Design cdc_src_flush_fifo, sky130hd; sources not shown.
Cell outlines without signal wires:
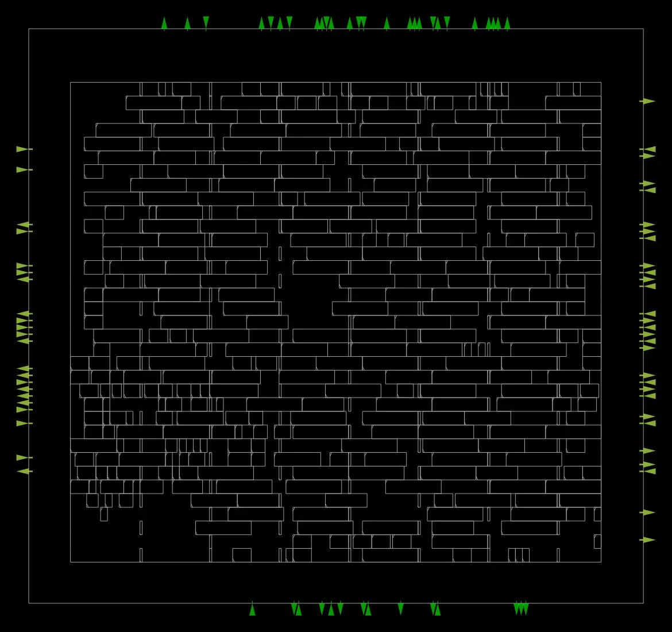
seq_cells: 137
sequential share of cell area: 59.6%
Post-Layout Cell Count: 478

Close-up of the layout:
Region (46, 42) to (76, 72) µm. Cells in grey, sequential cells in the stronger grey; small squares are vias.
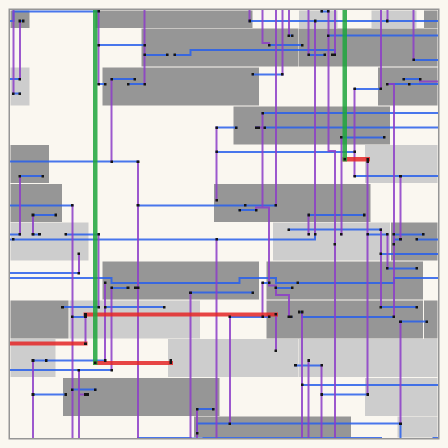
Key: red = metal 3; purple = metal 2; blue = metal 1; green = metal 4
19 logic cells have their middle in the window. Most frequent: edfxtp_1 (10), clkbuf_16 (4), mux4_2 (2). Sequential cells in the window: 10.

Wiring heat map:
Drawn at 2 px/µm. The die is cut into 24 by 23 equal tiles; dark purple is low, yellow is high, scaled to the fullest tile. Values are wire area over tile area, all layers added.
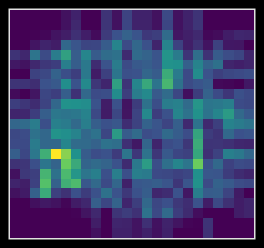
The fullest tile reaches 0.52. The mean over all tiles is 0.12. 5.6% of the tiles are over half the peak. 15% of the tiles are nearly empty. The densest ninth of the die: middle left.
final WL: 10,000 µm
routed vias: 2,618

Wiring by layer:
Drawn at 3 px/µm. Only two layers are drawn.
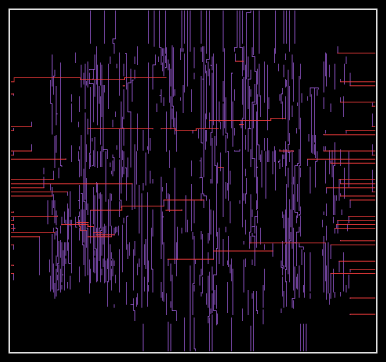
Key: red = metal 3 [wire length 759 µm]; purple = metal 2 [wire length 5,070 µm]
drt wl/cell: 21.0 µm
GRT Overall Usage: 15.2%

Selected gate families:
Drawn at 3 px/µm.
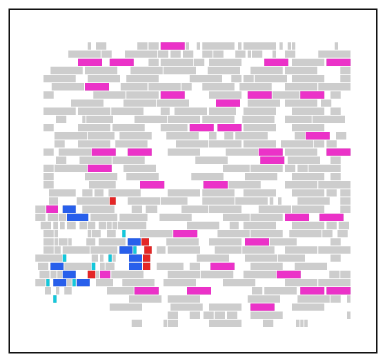
Key: blue = fa/ha/maj cells [cells 10, most used ha_1, where lower left]; cyan = inv cells [cells 8, most used inv_1, where lower left]; magenta = mux cells [cells 34, most used mux4_2, where spread over the die]; red = and/or cells [cells 6, most used and3_2]
logic share of the area: 17.2%
most instantiated logic cell after routing: edfxtp_1

==> run_results.csv <==
group,metric,value,unit
placement,dp_cells,446,
setup_path,cp.depth,3,
floorplanning,die_h,114,µm
synthesis,netlist.area_leader.share,70.9,%
outcome,status,"finished, final reports clean",
power,power_density,482,nW/µm²
synthesis,synth_cell_types,36,
floorplanning,die_w,122,µm
floorplanning,die-area,13900,µm²
power,power_leader,"sequential cells",
synthesis,top_cell,"edfxtp_1",
timing,worst_slew_pin_slew,0.885,ns
global_routing,met2_usage,25.0,%
global_routing,antenna_found_initial,0,
synthesis,synthCells,255,
final_layout,fin_util,68.2,%
floorplanning,core,10000,µm²
final_layout,drive_gt1_share,20.3,%
timing,fin_crit,3.85,ns
setup_path,required,3.60,ns
routing,postRouteAntennaNets,0,
synthesis,ys_sh_aoi,2.03,%
synthesis,common_cells,"edfxtp_1, mux4_2, buf_4",
synthesis,ys_cells,255,
cts,h-tree-depth,4,
routing,m1WireLength,4100,µm
floorplanning,num_rows,35,
timing,finalMaxSlewViolations,0,
cts,tritoncts,"yes",
global_routing,overflow,0,
power,p_leak,2.30,nW
synthesis,ys.flops,137,
cts,clkLatencyLatePin,0.41,ns
synthesis,yosys-stat-area,5420,µm²
routing,viasPerCell,5.48,
floorplanning,fp_util,54.0,%
timing,relSlewSlack,41.0,%
timing,hold_slack,0.558,ns
setup_path,cp.arrival,2.65,ns
cts,clk_pin_slew_worst_paths,0.06,ns
synthesis,simple_gate_area_share,2.17,%
cts,cts_hold_buf,0,
flow_run,tool_warnings,32,
cts,ctsResizeCount,0,
power,power,3.30,mW
power,pg_seq,1.43,mW
synthesis,ff_type,"edfxtp_1",
cts,cts.sinks,137,
global_routing,grt_use_met3,6.77,%
synthesis,mux_area_share,13.7,%
placed cells by master, fill, tap and decap left out, types with 2 or more instances in the layout:
cell type	count
clkinv_1	2
a21oi_1	2
clkbuf_16	17
nor3_1	3
nor2b_1	2
inv_1	9
nand2_1	3
and3_2	4
inv_6	2
ha_1	9
nor2_1	5
clkinv_4	3
o221ai_1	2
edfxtp_1	128
dfrtp_2	2
bufinv_16	5
clkdlybuf4s50_1	74
conb_1	16
dfrtp_1	7
mux4_2	32
cell type report:
class / instances / area, µm² / share of cell area (%)
clock inverter: 15 / 224 / 3.28
multi-input combinational: 97 / 1180 / 17.2
clock buffer: 17 / 425 / 6.22
sequential: 137 / 4070 / 59.6
tap: 129 / 161 / 2.36
timing repair buffer: 75 / 748 / 10.9
inverter: 8 / 30.0 / 0.439
Power figures rest on the tool's default switching activity, not on a simulated workload.
